[src/rtl/ball_motion_ctrl_pkg.sv]
// Shared constants and types for the ball motion sequencer.
// Holds direction codes, screen size, default ball size and FSM states.
package ball_motion_ctrl_pkg;

  localparam int POS_W = 11;
  localparam int SCR_W = 640;
  localparam int SCR_H = 480;
  localparam int BALL_W_DEF = 8;

  localparam logic [1:0] DIR_POS = 2'b01;
  localparam logic [1:0] DIR_NEG = 2'b10;

  typedef enum logic [1:0] {
    S_IDLE,
    S_SETTLE,
    S_STEP,
    S_DONE
  } state_t;

  function automatic logic dir_valid(
    input logic [1:0] d
  );
    return (d == DIR_POS) || (d == DIR_NEG);
  endfunction

endpackage

[src/rtl/ball_motion_ctrl_if.sv]
// Frame command/status bundle of the ball motion sequencer.
// master: frame source + collision logic; slave: the sequencer.
interface ball_motion_ctrl_if;
  import ball_motion_ctrl_pkg::*;

  logic             frame_tick;
  logic [1:0]       dir_x;
  logic [1:0]       dir_y;
  logic [2:0]       speed;
  logic             stop_right;
  logic             stop_left;
  logic             stop_up;
  logic             stop_down;
  logic [POS_W-1:0] x_ball;
  logic [POS_W-1:0] y_ball;
  logic [4:0]       ball_width;
  logic             busy;
  logic [3:0]       blocked;
  logic             frame_done;

  modport master (
    output frame_tick, dir_x, dir_y, speed,
    output stop_right, stop_left,
    output stop_up, stop_down,
    input  x_ball, y_ball, ball_width,
    input  busy, blocked, frame_done
  );

  modport slave (
    input  frame_tick, dir_x, dir_y, speed,
    input  stop_right, stop_left,
    input  stop_up, stop_down,
    output x_ball, y_ball, ball_width,
    output busy, blocked, frame_done
  );

endinterface

[src/rtl/ball_axis_step.sv]
// One axis of ball motion: position, remaining steps, limit/stop check.
// load latches dir/speed; en performs one pixel step or refuses it.
module ball_axis_step
  import ball_motion_ctrl_pkg::*;
#(
  parameter int INIT = 20,
  parameter int MIN  = 0,
  parameter int MAX  = 632
) (
  input  logic             clk,
  input  logic             rst_n,
  input  logic             load,
  input  logic [1:0]       dir,
  input  logic [2:0]       speed,
  input  logic             en,
  input  logic             stop_pos,
  input  logic             stop_neg,
  output logic [POS_W-1:0] pos,
  output logic             active,
  output logic             blk_pos,
  output logic             blk_neg
);

  localparam logic [POS_W-1:0] INIT_P = POS_W'(INIT);
  localparam logic [POS_W-1:0] MIN_P  = POS_W'(MIN);
  localparam logic [POS_W-1:0] MAX_P  = POS_W'(MAX);

  logic [2:0] rem;
  logic [1:0] dir_q;
  logic       hit;

  assign active = (rem != 3'd0);

  // A step is refused on a wall flag or at the screen limit.
  always_comb begin
    hit = 1'b0;
    unique case (1'b1)
      (dir_q == DIR_POS): hit = stop_pos || (pos >= MAX_P);
      (dir_q == DIR_NEG): hit = stop_neg || (pos <= MIN_P);
      default:            hit = 1'b0;
    endcase
  end

  always_ff @(posedge clk or negedge rst_n) begin
    if (!rst_n) begin
      pos     <= INIT_P;
      rem     <= 3'd0;
      dir_q   <= 2'b00;
      blk_pos <= 1'b0;
      blk_neg <= 1'b0;
    end else if (load) begin
      dir_q   <= dir;
      rem     <= dir_valid(dir) ? speed : 3'd0;
      blk_pos <= 1'b0;
      blk_neg <= 1'b0;
    end else if (en && active) begin
      if (hit) begin
        rem <= 3'd0;
        if (dir_q == DIR_POS) blk_pos <= 1'b1;
        else                  blk_neg <= 1'b1;
      end else begin
        rem <= rem - 3'd1;
        if (dir_q == DIR_POS) pos <= pos + 1'b1;
        else                  pos <= pos - 1'b1;
      end
    end
  end

endmodule

[src/rtl/ball_motion_ctrl.sv]
// Per-frame ball motion sequencer: steps x then y one pixel per 2 cycles.
// Ports: clk, rst_n (async, active-low), bus (slave command/status).
module ball_motion_ctrl
  import ball_motion_ctrl_pkg::*;
#(
  parameter int X_INIT = 20,
  parameter int Y_INIT = 20,
  parameter int BALL_W = BALL_W_DEF,
  parameter int X_MIN  = 0,
  parameter int X_MAX  = SCR_W - BALL_W,
  parameter int Y_MIN  = 0,
  parameter int Y_MAX  = SCR_H - BALL_W
) (
  input  logic             clk,
  input  logic             rst_n,
  ball_motion_ctrl_if.slave bus
);

  state_t state, state_nx;
  logic   load, en_x, en_y;
  logic   act_x, act_y;
  logic   bx_pos, bx_neg;
  logic   by_pos, by_neg;

  always_ff @(posedge clk or negedge rst_n) begin
    if (!rst_n) state <= S_IDLE;
    else        state <= state_nx;
  end

  // x axis owns STEP until its counter drains, then y.
  always_comb begin
    state_nx = state;
    load     = 1'b0;
    en_x     = 1'b0;
    en_y     = 1'b0;
    unique case (state)
      S_IDLE: begin
        if (bus.frame_tick) begin
          load     = 1'b1;
          state_nx = S_SETTLE;
        end
      end
      S_SETTLE: state_nx = S_STEP;
      S_STEP: begin
        en_x     = act_x;
        en_y     = !act_x && act_y;
        state_nx = (act_x || act_y) ? S_SETTLE : S_DONE;
      end
      S_DONE: state_nx = S_IDLE;
      default: state_nx = S_IDLE;
    endcase
  end

  ball_axis_step #(
    .INIT(X_INIT), .MIN(X_MIN), .MAX(X_MAX)
  ) u_x (
    .clk      (clk),
    .rst_n    (rst_n),
    .load     (load),
    .dir      (bus.dir_x),
    .speed    (bus.speed),
    .en       (en_x),
    .stop_pos (bus.stop_right),
    .stop_neg (bus.stop_left),
    .pos      (bus.x_ball),
    .active   (act_x),
    .blk_pos  (bx_pos),
    .blk_neg  (bx_neg)
  );

  ball_axis_step #(
    .INIT(Y_INIT), .MIN(Y_MIN), .MAX(Y_MAX)
  ) u_y (
    .clk      (clk),
    .rst_n    (rst_n),
    .load     (load),
    .dir      (bus.dir_y),
    .speed    (bus.speed),
    .en       (en_y),
    .stop_pos (bus.stop_down),
    .stop_neg (bus.stop_up),
    .pos      (bus.y_ball),
    .active   (act_y),
    .blk_pos  (by_pos),
    .blk_neg  (by_neg)
  );

  // {right, left, up, down}; y positive is down.
  assign bus.blocked    = {bx_pos, bx_neg, by_neg, by_pos};
  assign bus.ball_width = 5'(BALL_W);
  assign bus.busy       = (state != S_IDLE);
  assign bus.frame_done = (state == S_DONE);

endmodule

[src/flat_wrapper.sv]
// flat-port wrapper written by rule: the top's interface ports become plain ports
module ball_motion_ctrl_flat import ball_motion_ctrl_pkg::*;
#(
  parameter int X_INIT = 20,
  parameter int Y_INIT = 20,
  parameter int BALL_W = BALL_W_DEF,
  parameter int X_MIN  = 0,
  parameter int X_MAX  = SCR_W - BALL_W,
  parameter int Y_MIN  = 0,
  parameter int Y_MAX  = SCR_H - BALL_W
)
  (clk, rst_n, bus_frame_tick, bus_dir_x, bus_dir_y, bus_speed, bus_stop_right, bus_stop_left, bus_stop_up, bus_stop_down, bus_x_ball, bus_y_ball, bus_ball_width, bus_busy, bus_blocked, bus_frame_done);
  ball_motion_ctrl_if bus_i ();
  input  logic clk;
  input  logic rst_n;
  input wire logic [$bits(bus_i.frame_tick)-1:0] bus_frame_tick;
  input wire logic [$bits(bus_i.dir_x)-1:0] bus_dir_x;
  input wire logic [$bits(bus_i.dir_y)-1:0] bus_dir_y;
  input wire logic [$bits(bus_i.speed)-1:0] bus_speed;
  input wire logic [$bits(bus_i.stop_right)-1:0] bus_stop_right;
  input wire logic [$bits(bus_i.stop_left)-1:0] bus_stop_left;
  input wire logic [$bits(bus_i.stop_up)-1:0] bus_stop_up;
  input wire logic [$bits(bus_i.stop_down)-1:0] bus_stop_down;
  output wire logic [$bits(bus_i.x_ball)-1:0] bus_x_ball;
  output wire logic [$bits(bus_i.y_ball)-1:0] bus_y_ball;
  output wire logic [$bits(bus_i.ball_width)-1:0] bus_ball_width;
  output wire logic [$bits(bus_i.busy)-1:0] bus_busy;
  output wire logic [$bits(bus_i.blocked)-1:0] bus_blocked;
  output wire logic [$bits(bus_i.frame_done)-1:0] bus_frame_done;
  assign bus_i.frame_tick = bus_frame_tick;
  assign bus_i.dir_x = bus_dir_x;
  assign bus_i.dir_y = bus_dir_y;
  assign bus_i.speed = bus_speed;
  assign bus_i.stop_right = bus_stop_right;
  assign bus_i.stop_left = bus_stop_left;
  assign bus_i.stop_up = bus_stop_up;
  assign bus_i.stop_down = bus_stop_down;
  assign bus_x_ball = bus_i.x_ball;
  assign bus_y_ball = bus_i.y_ball;
  assign bus_ball_width = bus_i.ball_width;
  assign bus_busy = bus_i.busy;
  assign bus_blocked = bus_i.blocked;
  assign bus_frame_done = bus_i.frame_done;
  ball_motion_ctrl #(.X_INIT(X_INIT), .Y_INIT(Y_INIT), .BALL_W(BALL_W), .X_MIN(X_MIN), .X_MAX(X_MAX), .Y_MIN(Y_MIN), .Y_MAX(Y_MAX)) u_core (.clk(clk), .rst_n(rst_n), .bus(bus_i));
endmodule
[config.mk]
export PLATFORM = sky130hd
export DESIGN_NAME = ball_motion_ctrl_flat
export DESIGN_NICKNAME = d
export VERILOG_FILES = /design/src/rtl/ball_motion_ctrl_pkg.sv /design/src/rtl/ball_motion_ctrl_if.sv /design/src/rtl/ball_axis_step.sv /design/src/rtl/ball_motion_ctrl.sv /design/src/flat_wrapper.sv
export SDC_FILE = /design/constraint.sdc
export NUM_CORES = 1
export LEC_CHECK = 0
export ABC_CLOCK_PERIOD_IN_PS = 3000
export CAP_MARGIN = 20
export CORE_MARGIN = 4
export CORE_UTILIZATION = 29
export CTS_BUF_LIST = sky130_fd_sc_hd__clkbuf_4 sky130_fd_sc_hd__clkbuf_8
export DETAILED_ROUTE_END_ITERATION = 16
export PLACE_DENSITY_LB_ADDON = 0.25
export SYNTH_ARGS = -nofsm -noshare
export SYNTH_HDL_FRONTEND = slang
export SYNTH_SLANG_ARGS = --single-unit
export TNS_END_PERCENT = 100
[constraint.sdc]
create_clock -name clk -period 3 [get_ports clk]
set_input_delay 0.6 -clock clk [delete_from_list [all_inputs] [get_ports clk]]
set_output_delay 0.6 -clock clk [all_outputs]
set_load 0.005 [all_outputs]
**Run 1: track usage over the die**

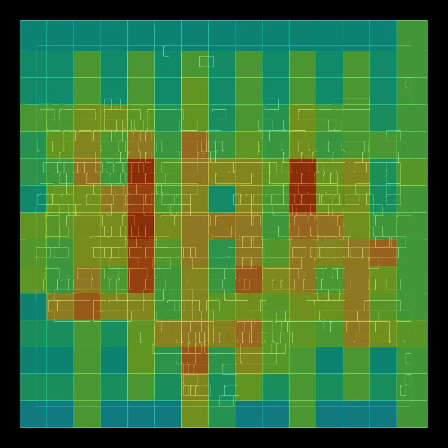
routing usage on met1: 16.18%
GR met2 Demand/Resource: 19.19%
routed len/inst: 14.11 µm
Tot GR Track Use: 11.81%
met3 Use GR: 2.421%

**Run 1: selected gate families**

Scale bar: 20 µm.
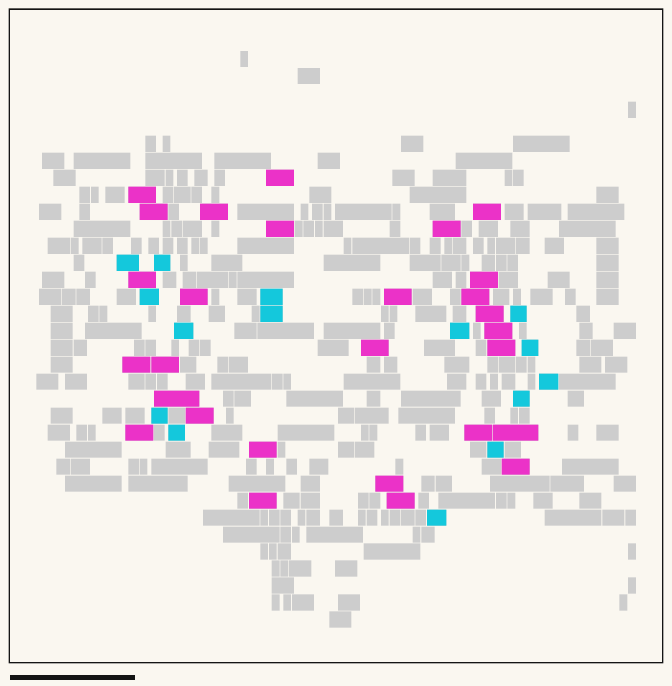
- non-inverting ao/oa cells: cyan (cells 15)
- fa/ha/maj cells: magenta (cells 28)

==> results.yml, run 1 <==
# implementation run metrics
cts:
  postCtsHoldBufs: 0
  h-tree-depth: 2
  clock-sinks: 38
  cts_tree: "done"
die:
  core_area_um2: 8891
  row_count: 34
  initial_core_util_pct: 30.31
min_path:
  hp-class: "in2async"
finish:
  num_antenna_cells: 0
  drive_above_1_share_pct: 9.199
final_timing:
  hold_violations: 0
  fin_crit_ps: 2621
  relSlewSlack_pct: 42.19
  timing.hold.ws_ps: 403.6
  setup_viol: 0
critical_path:
  cp-start-kind: "flop"
  crit_type: "reg2reg"
  r2r-start: "u_core.u_y.dir_q[1]"
  crit_end: "u_core.u_y.pos[10]"
synthesis:
  ys_types: 51
  largest_area_cell: "dfrtp_1"
  syn_avg_cell_area_um2: 9.198
  synth_warnings: 0
  ys.flops: 38
grt:
  grt_pass1_vias: 2157
  grt_pass1_wl_um: 10520
place:
  gp_congestion: 0.8209
  hpwl_um: 4863
drt:
  drt_iter0_drc: 66
  ant_nets: 0
  drt-pass1-iter-count: 4
outcome:
  status: "completed"
**Run 1: cell sizes after repair**

Scale bar: 20 µm.
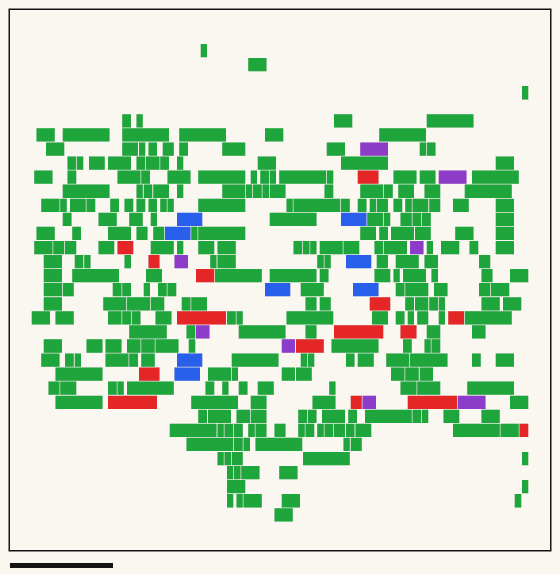
- x2: red (cells 15)
- x3 and x4: purple (cells 8)
- x1 and smaller: green (cells 306)
- x6 and larger: blue (cells 8)
post-route cell area: 3299 µm²
Repair and plain buffers: 46
area delta synth->final: 22.42%
fin worst setup slack: 378.7 ps

**Run 1: sequential cells grouped by signal name**

Scale bar: 20 µm. Other sequential cells in the stronger grey, the rest of the logic in the fainter grey.
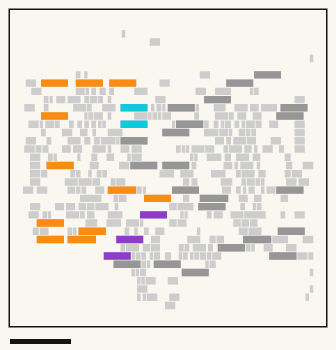
- u_core.u_x.dir_q: cyan (flops 2)
- u_core.u_x.rem: purple (flops 3)
- u_core.u_x.pos: orange (flops 11)
- not coloured: 22
Reg area: 955.9 µm²
fraction of area in registers: 28.97%

## run 1: critical path: cells and delay by family (launching register included)
kind            cells  cell delay [ps]
simple gates        2              290
fa+ha+maj           2              690
compound gates      3              770
buf+inv             2              240
flops               1              380
xor+xnor            1              140
## run 1: layout make-up
type                    count  area (µm²)
fillers                   912        5592
multi-input cells         227        1588
flip-flops and latches     38       955.9
repair buffers             46       442.9
well taps                 108       135.1
clock buffers               8       110.1
inverters                  18       67.56
## run 1: power by group
part	internal, mW	leakage (nW)	switching, mW
Clock	0.232	0.0575	0.182
Sequential	0.770	0.467	0.287
Combinational	1.41	0.881	1.45
## run 1: stage by stage
step,utilization [%],instances,cell area [µm²]
6_report,37.11,445,3299
3_5_place_dp,35.87,437,3189
4_1_cts,37.11,445,3299
3_3_place_gp,35.87,437,3189
5_1_grt,37.11,445,3299
2_1_floorplan,-,296,2706
## run 1: per-layer routing
layer	vias to the layer above	global-route usage, %
li1	1141	-
met1	1046	16.18
met2	56	19.19
met3	5	2.421
met4	0	2.564
met5	-	0
## run 1: synthesized netlist by cell type, types with 6 or more instances
cell type  instances
xnor2_1            9
nand2b_1           6
nor2_1            18
xor2_1            10
a21oi_1           17
buf_4             10
nand2_1           23
dfrtp_1           34
o21ai_0           33
inv_1             18
nor3_1            10
ha_1              26
## run 1: kinds of logic (layout without fill, tap and decap cells)
kind of cell / after synthesis / count (layout) / synth area share, %
xor gates and xnor gates: 19 / 19 / 6.175
DFF: 38 / 38 / 35.47
buffers and inverters: 31 / 72 / 6.035
muxes: 6 / 6 / 2.925
adders and majority gates: 28 / 28 / 13.56
and+or+nand+nor: 80 / 80 / 14.53
AOI/OAI and AO/OA: 89 / 89 / 21.03
other: 2 / 5 / 0.2787
**Run 1: cell classes on the final placement**

Scale bar: 20 µm.
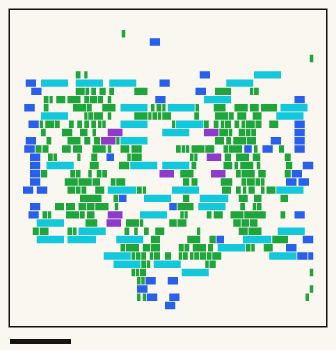

==> run 1 -> run 2 <==
Settings changed: ABC_CLOCK_PERIOD_IN_PS 3000 to 2900.
Clock period 3 ns to 2.9 ns, I/O delays scaled along.
**Run 2: cell classes on the final placement**

Scale bar: 20 µm.
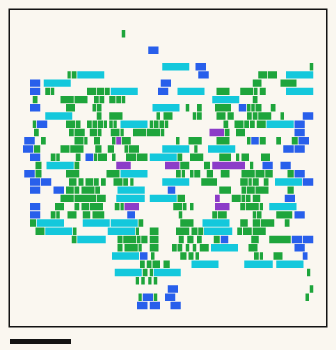
- remaining buffers and delay cells: blue (cells 48; share of their area 14%)
- remaining logic cells: green (cells 245; share of their area 52%)
- clock drivers and dummy loads: purple (cells 8; share of their area 3.4%)
- sequential cells: cyan (cells 38; share of their area 30%)

==> run 2 against run 1 <==
  * Sequential cell count is the same
  * Synthesized area is the same
  * Routed wire length grew 2.5%
  * Critical path depth grew 1
  * Clock power grew 9.9%
  * Synthesized cell count is the same
  * Register-to-register slack lost 110 ps
  * Cell count grew 0.45%
  * Clock-buffer cell count shrank 3
  * First-iteration DRC count grew 18%
  * Utilization grew 0.15 points
  * Highest routed layer unchanged
==> results.yml, run 2 <==
# implementation run metrics
outcome:
  status: "completed"
critical_path:
  r2r-start: "u_core.u_y.dir_q[1]"
  crit_buf_inv: 3
  cp-start-kind: "flop"
  critPathTopFamily: "adder cells"
grt:
  grt_pass1_vias: 2202
  gr-max-usage-layer: "met2"
  use_met1_pct: 16.08
  use_met3_pct: 2.235
drt:
  ant_nets: 0
  drt_iter0_drc: 78
  drt-pass1-iter-count: 5
synthesis:
  yosysMostFrequentCell: "dfrtp_1"
pwr:
  p_clk_mw: 0.455
  seqPwrFrac_pct: 23.8
  seq-power_mw: 1.08
  p_int_mw: 2.538
min_path:
  hp-class: "in2async"
finish:
  fin_util_pct: 37.26
  fillers: 916
  areaGrowthSynthToFinish_pct: 22.93
  design_area_um2: 3313
die:
  core_area_um2: 8891
final_timing:
  hold_violations: 0
  relSlewSlack_pct: 39.47
cts:
  cts_tree: "done"
run 2: cell type report:
| class | count | area, µm² | area share, % |
|---|---|---|---|
| Inverter | 18 | 67.56 | 2.039 |
| Clock inverter | 3 | 40.04 | 1.208 |
| Tap cell | 108 | 135.1 | 4.079 |
| Multi-Input combinational cell | 227 | 1588 | 47.92 |
| Sequential cell | 38 | 955.9 | 28.85 |
| Clock buffer | 5 | 68.82 | 2.077 |
| Timing Repair Buffer | 48 | 457.9 | 13.82 |
run 2: worst max path at each step:
| stage | start | end | cells after the start |
|---|---|---|---|
| 2_1_floorplan | u_core.u_y.dir_q[1] | u_core.u_y.pos[10] | 10 |
| 3_3_place_gp | u_core.u_y.dir_q[1] | u_core.u_y.pos[10] | 11 |
| 3_5_place_dp | u_core.u_y.dir_q[1] | u_core.u_y.pos[10] | 11 |
| 4_1_cts | u_core.u_y.dir_q[1] | u_core.u_y.pos[10] | 11 |
| 5_1_grt | u_core.u_y.dir_q[1] | u_core.u_y.pos[10] | 11 |
| 6_report | u_core.u_y.dir_q[1] | u_core.u_y.pos[10] | 11 |
run 2: worst register-to-register path: cells and delay by family (launching register included):
kind                       cells  cell delay, ps
AOI/OAI and AO/OA              3             600
xor gates and xnor gates       1             140
adders and majority gates      2             710
buffers and inverters          3             460
DFF                            1             390
and+or+nand+nor                2             210
run 2: logic make-up (layout without fill, tap and decap cells):
kind of cell | Yosys count | count (layout) | share of synthesized area, %
compound gates | 89 | 89 | 21.03
simple gates | 80 | 80 | 14.53
xor+xnor | 19 | 19 | 6.175
buf+inv | 31 | 74 | 6.035
fa+ha+maj | 28 | 28 | 13.56
other cells | 2 | 5 | 0.2787
mux | 6 | 6 | 2.925
flops | 38 | 38 | 35.47
Power figures rest on the tool's default switching activity, not on a simulated workload.
